==> config.mk <==
export PLATFORM = sky130hd
export DESIGN_NAME = mcpu_bus_ctrl
export DESIGN_NICKNAME = d
export VERILOG_FILES = /design/src/rtl/mcpu_bus_ctrl.sv
export SDC_FILE = /design/constraint.sdc
export NUM_CORES = 1
export LEC_CHECK = 0
export ABC_AREA = 1
export CORE_MARGIN = 8
export CORE_UTILIZATION = 39
export DETAILED_ROUTE_END_ITERATION = 8
export GPL_TIMING_DRIVEN = 0
export PLACE_DENSITY = 0.91
export SYNTH_ARGS = -nofsm -noshare
export SYNTH_HDL_FRONTEND = slang
export SYNTH_SLANG_ARGS = --single-unit
==> constraint.sdc <==
create_clock -name clk -period 1.9 [get_ports clk]
set_input_delay 0.19 -clock clk [delete_from_list [all_inputs] [get_ports clk]]
set_output_delay 0.19 -clock clk [all_outputs]
set_load 0.005 [all_outputs]
==> src/rtl/mcpu_bus_ctrl.sv <==
// rtl/mcpu_bus_ctrl.sv - CPU-to-device bus controller with per-region waits, enables, write protect (optional error capture: MCPU_BUS_CTRL_ERR_EN)
module mcpu_bus_ctrl #(
    parameter int                         DATA_WIDTH  = 16,
    parameter int                         ADDR_WIDTH  = 16,
    parameter int                         NUM_REGIONS = 4,
    parameter logic [4*NUM_REGIONS-1:0]   REGION_WAIT = '0,
    parameter logic [NUM_REGIONS-1:0]     REGION_EN   = '1,
    parameter logic [NUM_REGIONS-1:0]     REGION_WP   = '0
) (
    input  logic                                          clk,
    input  logic                                          reset,
    input  logic                                          cpu_req,
    input  logic                                          cpu_we,
    input  logic [ADDR_WIDTH-1:0]                         cpu_addr,
    input  logic [DATA_WIDTH-1:0]                         cpu_wdata,
    output logic [DATA_WIDTH-1:0]                         cpu_rdata,
    output logic                                          cpu_ready,
    output logic                                          cpu_busy,
    output logic [NUM_REGIONS-1:0]                        dev_sel,
    output logic                                          dev_we,
    output logic [ADDR_WIDTH-$clog2(NUM_REGIONS)-1:0]     dev_addr,
    output logic [DATA_WIDTH-1:0]                         dev_wdata,
    input  logic [NUM_REGIONS*DATA_WIDTH-1:0]             dev_rdata,
    output logic                                          bus_err,
    output logic [ADDR_WIDTH-1:0]                         err_addr,
    input  logic                                          err_clr
);

    localparam int RB = $clog2(NUM_REGIONS);

    typedef enum logic [1:0] {
        S_IDLE   = 2'd0,
        S_ACCESS = 2'd1,
        S_RESP   = 2'd2
    } state_t;

    state_t                  r_state;
    state_t                  w_next_state;

    logic [ADDR_WIDTH-1:0]   r_addr;
    logic                    r_we;
    logic [DATA_WIDTH-1:0]   r_wdata;
    logic [DATA_WIDTH-1:0]   r_cpu_rdata;
    logic [3:0]              r_wait;

    logic [RB-1:0]           w_req_region;
    logic [RB-1:0]           w_cur_region;
    logic                    w_accept;
    logic                    w_fault;
    logic [3:0]              w_load_wait;
    logic [DATA_WIDTH-1:0]   w_dev_slice;
    logic [NUM_REGIONS-1:0]  w_onehot;

    assign w_req_region = cpu_addr[ADDR_WIDTH-1 -: RB];
    assign w_cur_region = r_addr[ADDR_WIDTH-1 -: RB];
    assign w_accept     = (r_state == S_IDLE) && cpu_req;
    assign w_fault      = !REGION_EN[w_req_region] || (cpu_we && REGION_WP[w_req_region]);
    assign w_onehot     = {{(NUM_REGIONS-1){1'b0}}, 1'b1} << w_cur_region;

    // Select the wait count for the incoming region and the read slice for the latched region
    always_comb begin
        w_load_wait = '0;
        w_dev_slice = '0;
        for (int i = 0; i < NUM_REGIONS; i++) begin
            if (w_req_region == RB'(i)) begin
                w_load_wait = REGION_WAIT[i*4 +: 4];
            end
            if (w_cur_region == RB'(i)) begin
                w_dev_slice = dev_rdata[i*DATA_WIDTH +: DATA_WIDTH];
            end
        end
    end

    // Next-state logic: faults skip ACCESS entirely so the device never sees them
    always_comb begin
        w_next_state = r_state;
        case (r_state)
            S_IDLE: begin
                if (cpu_req) begin
                    w_next_state = w_fault ? S_RESP : S_ACCESS;
                end
            end
            S_ACCESS: begin
                if (r_wait == 4'd0) begin
                    w_next_state = S_RESP;
                end
            end
            S_RESP:  w_next_state = S_IDLE;
            default: w_next_state = S_IDLE;
        endcase
    end

    // State register
    always_ff @(posedge clk or negedge reset) begin
        if (!reset) begin
            r_state <= S_IDLE;
        end else begin
            r_state <= w_next_state;
        end
    end

    // Request latch, wait countdown and read-data capture
    always_ff @(posedge clk or negedge reset) begin
        if (!reset) begin
            r_addr      <= '0;
            r_we        <= 1'b0;
            r_wdata     <= '0;
            r_cpu_rdata <= '0;
            r_wait      <= 4'd0;
        end else if (w_accept) begin
            r_addr  <= cpu_addr;
            r_we    <= cpu_we;
            r_wdata <= cpu_wdata;
            r_wait  <= w_fault ? 4'd0 : w_load_wait;
            if (w_fault && !cpu_we) begin
                r_cpu_rdata <= '0;
            end
        end else if (r_state == S_ACCESS) begin
            if (r_wait != 4'd0) begin
                r_wait <= r_wait - 4'd1;
            end else if (!r_we) begin
                r_cpu_rdata <= w_dev_slice;
            end
        end
    end

    assign cpu_rdata = r_cpu_rdata;
    assign cpu_ready = (r_state == S_RESP);
    assign cpu_busy  = (r_state != S_IDLE);
    assign dev_sel   = (r_state == S_ACCESS) ? w_onehot : '0;
    assign dev_we    = (r_state == S_ACCESS) && r_we;
    assign dev_addr  = r_addr[ADDR_WIDTH-RB-1:0];
    assign dev_wdata = r_wdata;

`ifdef MCPU_BUS_CTRL_ERR_EN
    logic                  r_bus_err;
    logic [ADDR_WIDTH-1:0] r_err_addr;

    // Sticky error capture: keeps the first fault address; a fault beats a same-cycle clear
    always_ff @(posedge clk or negedge reset) begin
        if (!reset) begin
            r_bus_err  <= 1'b0;
            r_err_addr <= '0;
        end else if (w_accept && w_fault) begin
            r_bus_err <= 1'b1;
            if (!r_bus_err || err_clr) begin
                r_err_addr <= cpu_addr;
            end
        end else if (err_clr) begin
            r_bus_err  <= 1'b0;
            r_err_addr <= '0;
        end
    end

    assign bus_err  = r_bus_err;
    assign err_addr = r_err_addr;
`else
    logic w_unused_err_clr;

    assign w_unused_err_clr = err_clr;
    assign bus_err          = 1'b0;
    assign err_addr         = '0;
`endif

endmodule

### Supply network

The bar under the picture is 20 um long. Pins as bars on the die edge. Tap cells in gray.
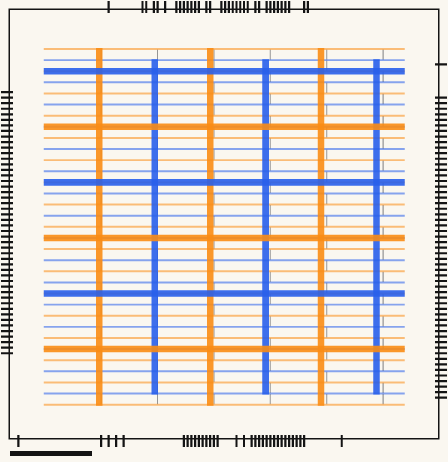
color	net
blue	VDD
orange	VSS
met5 straps	6
signal pins	171
rows	32
vertical extent of the die: 104.7 um
Chip Width: 104.7 um
Max IR drop VDD: 0.0007779 V
Core Area: 0.007687 mm2

==> job_summary.md <==
## PnR job results

| Metric | Value |
|---|---|
| P_sw | around 2.3 mW |
| TNS Setup | 0 ns |
| Routed wire per std cell | approximately 16 um |
| Final antenna-violating net count | 0 |
| Tot GR Track Use | roughly 17% |
| Critical R2R Launch | r_wait[0]$_DFFE_PN0P_ |
| Share of final layout cell area taken by non-clock buffers | a little under two fifths |
| Timing-limited maximum frequency | roughly 0.56 GHz |
| Via count of the first global-routing pass | approximately 3100 |
| Top area contributor share | 44.81% |
| Post-route clock skew | 0.005926 ns |
| 1st-pass router iterations | 5 |
| HPWL after DPL | between 8000 and 9000 um |
| Number of flip-flops and latches | 55 |
| Final Slew Violations | 0 |
| Layout clock buffer count | 5 |
| Internal Pwr Total | 4.385 mW |
| Setup repair after global routing missed its margin | no |
| Crit-path cells | nor2_4 > inv_1 > nor2_1 > clkdlybuf4s50_1 |
| CTS Sinks | about 55 |
| Met3 routing resource usage after global routing | between 8 and 9% |
| Busiest grt layer | met2 |
| Switching portion of total power | 34.67% |
| Die area | about 0.011 mm2 |
| Reg clk slew, reported paths | 0.11 ns |
| Worst reg-to-reg setup slack | about 0.37 ns |
| Hold buffer count at cts | 1 |
| DRC violation count after routing | 0 |
| Post-layout nets | 609 |
| Global Route met2 Usage | between 30% and 40% |
| Cell Type Count | 30 |
| Mapped Cells | about 330 |
| Post-synthesis sequential element count | 55 |
| Sequential fraction of the synthesis area | 44.81% |
| Signal arrival time at the worst endpoint | roughly 1.6 ns |
| Filler cell count in the final layout | approximately 650 |
| Post-CTS setup buffer count | 0 |
| Worst hold-check slack | 0.4111 ns |
| Number of max-cap violations | 0 |
| Cell accounting for the most synthesized area | sky130_fd_sc_hd__dfrtp_1 |
| Adder-Cell Fraction of Synth Area | less than 1% |
| Clock buffers created by TritonCTS | 5 |
| Number of antenna violations at the first check in global routing | 0 |
| Leakage power of the design | 2.355 nW |
| Seq pwr share | between 30% and 40% |
| Area-dominant class | non-clock buffers |
| Cell at the root of the clock tree | sky130_fd_sc_hd__clkbuf_8 |
| Number of standard cells in the layout, taps in and fillers out | a little over 600 |
| Compound-Gate Fraction of Synth Area | 2.892% |
| Plain + repair buffers | around 200 |
| Logic depth of the worst register-to-register path | 8 |
| Count of flip-flops with a built-in enable after synthesis | 0 |
| Area contributors post-synth | sky130_fd_sc_hd__dfrtp_1 45%, sky130_fd_sc_hd__nand2_1 9.9%, sky130_fd_sc_hd__buf_4 7.8% |
| Number of DRC markers after the initial detailed-route iteration | approximately 82 |
| Worst Path Max Fanout | 5 |
| Worst stage delay on the critical path | roughly 0.52 ns |
| Layout cells sized above 1 | between 20% and 30% |
| Category of the most critical setup path | flip-flop to output port |
| Cell with the most instances after synthesis | sky130_fd_sc_hd__nand2_1 |
| Post-cts sizing count | 6 |
| Non-clock inverter count | 24 |
| Commonest non-fill, non-tap cells in the layout | 147 x sky130_fd_sc_hd__clkdlybuf4s50_1, 80 x sky130_fd_sc_hd__nand2_1, 55 x sky130_fd_sc_hd__dfrtp_1, 35 x sky130_fd_sc_hd__buf_4, 35 x sky130_fd_sc_hd__nand3_1 |
| Synthesis warning total | 0 |
| Simple-gate share of the synthesized area | 24.81% |
| End of the worst register-to-register path | cpu_rdata[9]$_DFFE_PN0P_ |
| Maximum clock insertion buffer count | 2 |
| Dominant non-sequential cell family after synthesis | simple AND/OR/NAND/NOR gates |
| Number of placed I/O pins | roughly 170 |
| Share of total power in combinational logic | 57.3% |
| Post-synthesis cell count from yosys | 329 |
| Type of destination of the critical path | output port |
| Avg Cell Area, Syn | around 9.3 um2 |
| Via Count | 2826 |
| Post-route total power | about 6.7 mW |
| Xor/xnor share of the synthesized area | 0% |
| Total number of tap cells | around 100 |
| Cell count after placement | 600 |
| Flip-flop cell with the highest count after synthesis | sky130_fd_sc_hd__dfrtp_1 |
| Via density per instance | around 4.6 |
| CP startpoint kind | flip-flop |
| Fraction of the core area occupied by cells at floorplan | ~40% |
| Antenna fix cells | 0 |
| Transition time of the tightest slew-check pin | around 0.6 ns |
| Class of the most critical hold timing path | input port to asynchronous set/reset pin |
| Maximum number of pins on one net before global-route repair | 34 |
| Final number of setup-violating endpoints | 0 |
| Most common logic cell in the routed design | sky130_fd_sc_hd__clkdlybuf4s50_1 |
| Synth Cell Area | about 0.003 mm2 |
| Combinational share of cell area | 26.94% |
| Leftover overflow at the end of global routing | 0 |
| Clock period minus final worst setup slack | about 1.8 ns |
| Routed Wire Length | slightly below 10000 um |
| Summed standard-cell area reported by yosys | 0.003072 mm2 |
| Critical path required time | roughly 1.7 ns |
| Combinational gate area | 0.001329 mm2 |
| IO buf count | 152 |
| Finished layout cell area | between 0.004 and 0.005 mm2 |
| Number of combinational gates with multiple inputs | about 220 |
| Fraction of synthesis flops using an asynchronous set or reset pin | 100.0% |
| Commonest cells in the synthesized netlist | 81 x sky130_fd_sc_hd__nand2_1, 55 x sky130_fd_sc_hd__dfrtp_1, 35 x sky130_fd_sc_hd__nand3_1 |
| Layout area overhead | 60.57% |
| Clock tree from TritonCTS | yes |
| Final worst path period share | a little over nine tenths |
| Status | complete, no violations |
| Wire length of the first global-routing pass | between 15000 and 20000 um |
| Met1 demand-to-capacity share in global routing | 17.91% |
| Final estimated routing congestion in global placement | between 0.8 and 0.9 |
| Fraction of area in clock buffers and inverters | roughly 2.4% |
| Post-place instance area | between 0.004 and 0.005 mm2 |
| Hold Violations, Final | 0 |
| Number of warnings the tools reported | 28 |
### Sequential cells grouped by signal name

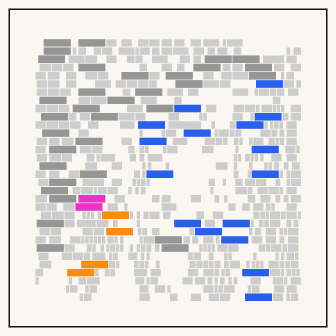
color	signal	placed flops
blue	`cpu_rdata`	16
magenta	`r_state`	2
orange	`r_wait`	4
not colored	33
flop share of the area: 27.90%
area taken by flip-flops and latches: 0.001376 mm2
final standard cell utilization of the core: 64.16%

## how the worst max path moves through the flow
| stage | from | endpoint | depth (start not counted) |
|---|---|---|---|
| finish | r_state[1]$_DFFE_PN0P_ | dev_we | 4 |
| global route | r_state[1]$_DFFE_PN0P_ | dev_we | 4 |
| CTS | r_addr[15]$_DFFE_PN0P_ | dev_sel[3] | 4 |
| detailed placement | r_addr[15]$_DFFE_PN0P_ | dev_sel[2] | 4 |
| global placement | reset | dev_wdata[2]$_DFFE_PN0P_ | 1 |
| floorplan | r_wait[0]$_DFFE_PN0P_ | cpu_rdata[0]$_DFFE_PN0P_ | 8 |
## state kept, by name, indices dropped and copies added (netlist names)
register,cells
r_wait,4
r_state,2
r_we,1
dev_wdata,16
cpu_rdata,16
r_addr,16
## stage by stage
step | setup WS (ns) | util [%]
6_report | 0.1044 | 64.16
5_1_grt | 0.01034 | 64.16
4_1_cts | 0.01649 | 64.06
3_5_place_dp | 0.1505 | 62.39
3_3_place_gp | -1.024 | 62.19
2_1_floorplan | 0.5685 | -
## power groups by stage
stage | clock, mW | combinational, mW | sequential, mW
2_1_floorplan | 0 | 2.06 | 2.06
3_3_place_gp | 0 | 3.77 | 2.04
3_5_place_dp | 0 | 3.89 | 2.08
4_1_cts | 0.833 | 3.91 | 2.06
5_1_grt | 0.869 | 4.23 | 2.13
6_report | 0.804 | 3.85 | 2.06
## critical path, delay by kind of cell, from the launching register on
family,cells,cell delay [ns]
buffers and inverters,2,0.62
DFF,1,0.43
and+or+nand+nor,2,0.25
## metal layers
layer | vias to the layer above | share of wire [%]
met5 | - | 0
met4 | 0 | 0.82
met3 | 6 | 12
met2 | 129 | 49
met1 | 1329 | 38
li1 | 1362 | -
Power and IR drop assume default switching activity.
